**config.mk**
```make
export PLATFORM = sky130hd
export DESIGN_NAME = inst_prog_loader
export DESIGN_NICKNAME = d
export VERILOG_FILES = /design/src/rtl/inst_prog_loader.sv
export SDC_FILE = /design/constraint.sdc
export NUM_CORES = 1
export LEC_CHECK = 0
export ABC_CLOCK_PERIOD_IN_PS = 3250
export CAP_MARGIN = 25
export CORE_MARGIN = 2
export CORE_UTILIZATION = 53
export DETAILED_ROUTE_END_ITERATION = 8
export PLACE_DENSITY_LB_ADDON = 0.2
export SLEW_MARGIN = 40
export SYNTH_ARGS = -nofsm -noshare
export SYNTH_HDL_FRONTEND = slang
export SYNTH_SLANG_ARGS = --single-unit
export TNS_END_PERCENT = 50
```
**constraint.sdc**
```tcl
create_clock -name clk_i -period 3.25 [get_ports clk_i]
set_input_delay 0.65 -clock clk_i [delete_from_list [all_inputs] [get_ports clk_i]]
set_output_delay 0.65 -clock clk_i [all_outputs]
set_load 0.01 [all_outputs]
```
**src/rtl/inst_prog_loader.sv**
```systemverilog
// -----------------------------------------------------------------------------
// inst_prog_loader
//
// Streams a program into instruction memory through the core's instruction
// write port. A load request latches a base address and a word count; the
// block then issues one address-setup cycle, accepts the requested number of
// words over a valid/ready stream, and finishes with a one-cycle PC-reset and
// completion pulse. Zero-length requests complete immediately; requests that
// would run past the end of instruction memory are rejected with err_o.
//
// Optional feature (macro INST_PROG_LOADER_AUTOSTART_EN):
//   When defined, completion also pulses core_start_o and the block stays busy
//   in a RUN state until core_enable_i has been seen high and then low.
//   When undefined, core_start_o is tied low and core_enable_i is unused.
//
// Ports:
//   clk_i, rst_ni        clock (rising edge), asynchronous active-low reset
//   clr_i                synchronous clear, highest priority
//   load_start_i         single-cycle load request (honoured only when idle)
//   cfg_base_addr_i      first instruction address
//   cfg_len_i            number of words to load
//   data_i/data_valid_i  instruction stream in
//   data_ready_o         stream ready (high throughout the LOAD state)
//   inst_wr_*_o          instruction-memory write control
//   inst_pc_reset_o      PC reset strobe issued on completion
//   core_start_o         core start pulse (autostart build only)
//   core_enable_i        core running status (autostart build only)
//   busy_o, done_o, err_o  status: not idle, completion pulse, rejection pulse
// -----------------------------------------------------------------------------
module inst_prog_loader #(
    parameter int RegAddrWidth = 32,
    parameter int InstMemDepth = 128
) (
    input  logic                    clk_i,
    input  logic                    rst_ni,
    input  logic                    clr_i,
    input  logic                    load_start_i,
    input  logic [RegAddrWidth-1:0] cfg_base_addr_i,
    input  logic [RegAddrWidth-1:0] cfg_len_i,
    input  logic [RegAddrWidth-1:0] data_i,
    input  logic                    data_valid_i,
    output logic                    data_ready_o,
    output logic                    inst_wr_mode_o,
    output logic [RegAddrWidth-1:0] inst_wr_addr_o,
    output logic                    inst_wr_addr_en_o,
    output logic [RegAddrWidth-1:0] inst_wr_data_o,
    output logic                    inst_wr_data_en_o,
    output logic                    inst_pc_reset_o,
    output logic                    core_start_o,
    input  logic                    core_enable_i,
    output logic                    busy_o,
    output logic                    done_o,
    output logic                    err_o
);

    typedef enum logic [2:0] {
        IDLE   = 3'd0,
        ADDR   = 3'd1,
        LOAD   = 3'd2,
        FINISH = 3'd3
`ifdef INST_PROG_LOADER_AUTOSTART_EN
        ,
        RUN    = 3'd4
`endif
    } state_e;

    localparam logic [RegAddrWidth-1:0] ZERO_W = {RegAddrWidth{1'b0}};
    localparam logic [RegAddrWidth:0]   DEPTH_X = (RegAddrWidth+1)'(InstMemDepth);

    state_e                  state_q, state_d;
    logic [RegAddrWidth-1:0] cnt_q, cnt_d;
    logic [RegAddrWidth-1:0] base_q, base_d;
    logic [RegAddrWidth-1:0] len_q, len_d;

    logic                    wr_mode_q, wr_mode_d;
    logic                    addr_en_q, addr_en_d;
    logic [RegAddrWidth-1:0] addr_q, addr_d;
    logic                    ready_q, ready_d;
    logic                    pc_reset_q, pc_reset_d;
    logic                    busy_q, busy_d;
    logic                    done_q, done_d;
    logic                    err_q, err_d;
    logic                    core_start_q, core_start_d;

    logic                    zero_done_s;
    logic                    reject_s;
    logic [RegAddrWidth:0]   end_addr_s;

`ifdef INST_PROG_LOADER_AUTOSTART_EN
    logic                    seen_en_q, seen_en_d;
`else
    logic                    unused_core_enable_s;
    assign unused_core_enable_s = core_enable_i;
`endif

    // One extra bit so base+len cannot wrap before the depth comparison.
    assign end_addr_s = {1'b0, cfg_base_addr_i} + {1'b0, cfg_len_i};

    // Next-state, counter and latched-config logic.
    always_comb begin
        state_d     = state_q;
        cnt_d       = cnt_q;
        base_d      = base_q;
        len_d       = len_q;
        zero_done_s = 1'b0;
        reject_s    = 1'b0;
`ifdef INST_PROG_LOADER_AUTOSTART_EN
        seen_en_d   = seen_en_q;
`endif
        if (clr_i) begin
            state_d = IDLE;
            cnt_d   = ZERO_W;
            base_d  = ZERO_W;
            len_d   = ZERO_W;
`ifdef INST_PROG_LOADER_AUTOSTART_EN
            seen_en_d = 1'b0;
`endif
        end else begin
            case (state_q)
                IDLE: begin
                    if (load_start_i) begin
                        base_d = cfg_base_addr_i;
                        len_d  = cfg_len_i;
                        cnt_d  = ZERO_W;
                        if (cfg_len_i == ZERO_W) begin
                            zero_done_s = 1'b1;
                        end else if (end_addr_s > DEPTH_X) begin
                            reject_s = 1'b1;
                        end else begin
                            state_d = ADDR;
                        end
                    end else begin
                        state_d = IDLE;
                    end
                end
                ADDR: begin
                    state_d = LOAD;
                end
                LOAD: begin
                    // ready is always high in LOAD, so valid alone is the handshake.
                    if (data_valid_i) begin
                        cnt_d = cnt_q + {{(RegAddrWidth-1){1'b0}}, 1'b1};
                        if (cnt_q == len_q - {{(RegAddrWidth-1){1'b0}}, 1'b1}) begin
                            state_d = FINISH;
                        end else begin
                            state_d = LOAD;
                        end
                    end else begin
                        state_d = LOAD;
                    end
                end
                FINISH: begin
`ifdef INST_PROG_LOADER_AUTOSTART_EN
                    state_d   = RUN;
                    seen_en_d = 1'b0;
`else
                    state_d = IDLE;
`endif
                end
`ifdef INST_PROG_LOADER_AUTOSTART_EN
                RUN: begin
                    // Return to idle only after a full high-then-low core run.
                    if (core_enable_i) begin
                        seen_en_d = 1'b1;
                    end else if (seen_en_q) begin
                        state_d   = IDLE;
                        seen_en_d = 1'b0;
                    end else begin
                        state_d = RUN;
                    end
                end
`endif
                default: begin
                    state_d = IDLE;
                end
            endcase
        end
    end

    // Output decode from the next state so every status/strobe output is a flop.
    always_comb begin
        wr_mode_d    = (state_d == ADDR) || (state_d == LOAD);
        addr_en_d    = (state_d == ADDR);
        addr_d       = (state_d == ADDR) ? base_d : ZERO_W;
        ready_d      = (state_d == LOAD);
        pc_reset_d   = (state_d == FINISH);
        busy_d       = (state_d != IDLE);
        done_d       = (state_d == FINISH) || zero_done_s;
        err_d        = reject_s;
`ifdef INST_PROG_LOADER_AUTOSTART_EN
        core_start_d = (state_d == FINISH);
`else
        core_start_d = 1'b0;
`endif
    end

    // State, datapath and registered-output flops.
    always_ff @(posedge clk_i or negedge rst_ni) begin
        if (!rst_ni) begin
            state_q      <= IDLE;
            cnt_q        <= ZERO_W;
            base_q       <= ZERO_W;
            len_q        <= ZERO_W;
            wr_mode_q    <= 1'b0;
            addr_en_q    <= 1'b0;
            addr_q       <= ZERO_W;
            ready_q      <= 1'b0;
            pc_reset_q   <= 1'b0;
            busy_q       <= 1'b0;
            done_q       <= 1'b0;
            err_q        <= 1'b0;
            core_start_q <= 1'b0;
`ifdef INST_PROG_LOADER_AUTOSTART_EN
            seen_en_q    <= 1'b0;
`endif
        end else begin
            state_q      <= state_d;
            cnt_q        <= cnt_d;
            base_q       <= base_d;
            len_q        <= len_d;
            wr_mode_q    <= wr_mode_d;
            addr_en_q    <= addr_en_d;
            addr_q       <= addr_d;
            ready_q      <= ready_d;
            pc_reset_q   <= pc_reset_d;
            busy_q       <= busy_d;
            done_q       <= done_d;
            err_q        <= err_d;
            core_start_q <= core_start_d;
`ifdef INST_PROG_LOADER_AUTOSTART_EN
            seen_en_q    <= seen_en_d;
`endif
        end
    end

    assign data_ready_o      = ready_q;
    assign inst_wr_mode_o    = wr_mode_q;
    assign inst_wr_addr_en_o = addr_en_q;
    assign inst_wr_addr_o    = addr_q;
    // Write data path is a combinational pass-through while loading.
    assign inst_wr_data_en_o = ready_q & data_valid_i;
    assign inst_wr_data_o    = ready_q ? data_i : ZERO_W;
    assign inst_pc_reset_o   = pc_reset_q;
    assign core_start_o      = core_start_q;
    assign busy_o            = busy_q;
    assign done_o            = done_q;
    assign err_o             = err_q;

endmodule

```
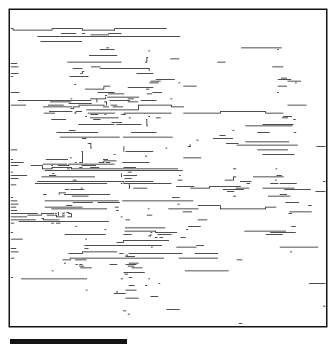
(metal 3)
Bar = 50 um.
The layer holds 7.1% of the routed length. The wires run mostly horizontal. 211 nets have wire on it.

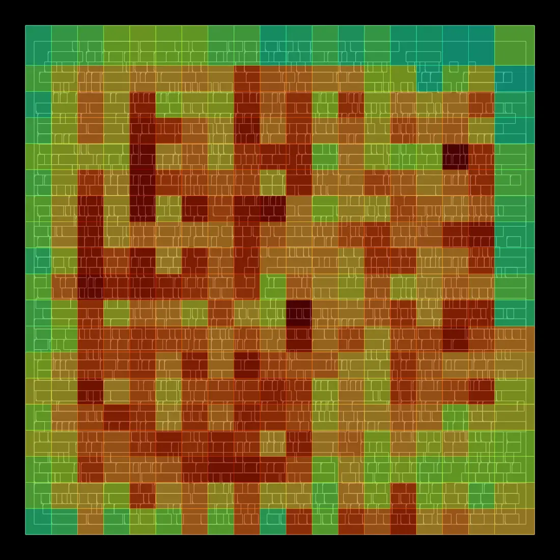
(track usage over the die)
GRT Total Usage: 35.6%
met1 usage: 42.6%

==> impl_metrics.yaml <==
# synthesis and place-and-route metrics
clock_network:
  clk_latency_ns: 0.44
  cts_num_sinks: 138
  cts_tree: "done"
  postCtsHoldBufs: 0
  ctsRootBufferMaster: "clkbuf_16"
  ctsHtreeMaxLevel: 4
  clk_path_buf_depth: 2
  clkTransAtPathRegs_ns: 0.06
logic_synthesis:
  yosysWarnings: 0
  common_cells: "nand2_1, dfrtp_1, a21oi_1"
  largest_area_cell: "dfrtp_1"
  topCellsByArea: "dfrtp_1, nand2_1, a21oi_1"
  syn_area_per_cell_sq_um: 8.31
  edf_count: 0
  synth_top_area_share_pct: 38.1
  synth_stat.cells: 1090
global_routing:
  met2_usage_pct: 60.3
  grt_max_degree: 89
layout:
  clock_area_share_pct: 4.34
  syn2layout_area_growth_pct: 53.8
  layout.nonclk_buf_share_pct: 25.2
  comb_share_pct: 43.3
  drive_gt1_share_pct: 29.0
route:
  firstDrtPassIters: 7
  drc: 0
  drt-initial-drc-count: 920
  dr_wl_met3_mm: 2.30
  vias: 9987
  totalWireLength_mm: 32.6
worst_setup_path:
  cp-start-kind: "input port"
  slowest_delay_ns: 0.33
outcome:
  violations: "setup timing"
  status: "finished, violations left"
timing:
  clock_skew_ns: 0.00809
  timing.final.ws_setup_ns: -0.183
  setup_viol: 36
  drv_slew: 0
place:
  hpwl_mm: 22.1
  port_buffers: 172
flow_run:
  tool_warnings: 28
floorplan:
  die_area_sq_mm: 0.0182
  core-area_sq_mm: 0.0166
  row_count: 47
power_and_ir_drop:
  pwr-share-comb_pct: 27.7
  peakVddDrop_mv: 0.411
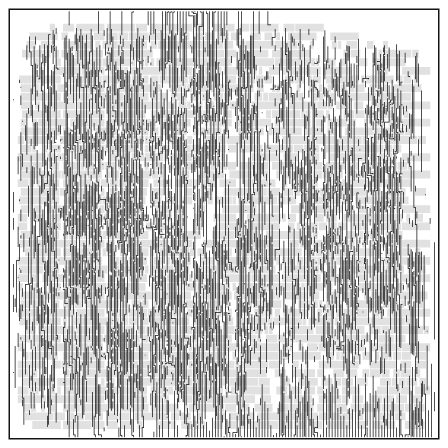
(met2 routing)
Cells faint in the background.
1383 nets have wire on it. The layer carries 16300 um of wire. The wires run mostly vertical. The layer holds 50% of the routed length. The longest straight run is 53.0 um.

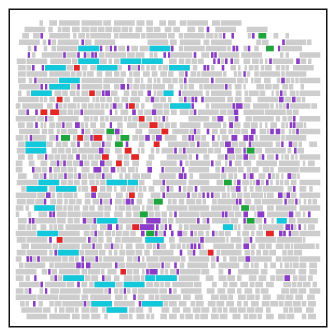
(selected gate families)
Key: red = non-inverting ao/oa cells [cells 23]; purple = nand cells [cells 271, where widely spread]; cyan = fa/ha/maj cells [cells 35]; green = mux cells [cells 13]

[path summary, 6_finish.rpt]
kind                                       from                           to  slack, ns  cells past startpoint
max reg2reg                len_q[0]$_DFFE_PN0P_     inst_wr_mode_o$_DFF_PN0_       0.12                     13
max in group asynchronous                rst_ni         base_q[19]$_DFF_PN0_       2.29                      2
min reg2reg                base_q[15]$_DFF_PN0_         base_q[15]$_DFF_PN0_       0.52                      2
max                               cfg_len_i[11]  inst_wr_addr_o[4]$_DFF_PN0_      -0.18                     16
min in group clk_i           cfg_base_addr_i[8]          base_q[8]$_DFF_PN0_       0.48                      3
min                                      rst_ni         cnt_q[3]$_DFFE_PN0P_       0.23                      1
[per-stage QoR]
stage                     hold WS, ns  TNS (ns)  power (mW)  setup WS [ns]  util (%)
after floorplan                 0.354         0        2.41        0.00639         -
after global placement          0.504    -27.55        3.01         -0.764      73.9
after detailed placement        0.510    -31.12        3.03         -0.872      73.9
after CTS                       0.318         0        5.17        0.00261      82.7
after global routing            0.321     -5.45        5.47         -0.250      83.7
final                           0.231     -3.07        5.29         -0.183      83.7
[cell families after synthesis]
kind of cell	count (synthesis)	share of synthesized area, %
AOI/OAI and AO/OA	255	17.1
xor gates and xnor gates	71	6.86
adders and majority gates	35	4.92
buffers and inverters	77	3.69
DFF	138	38.1
muxes	13	1.48
other	1	0.0414
and+or+nand+nor	500	27.8
[repair_timing]
action                                  CTS  global route
endpoints found under the setup margin   37            38
gates cloned                              4             0
pin swaps                                59            40
buffers inserted                         16            20
resized                                 244            68
Power figures rest on the tool's default switching activity, not on a simulated workload.
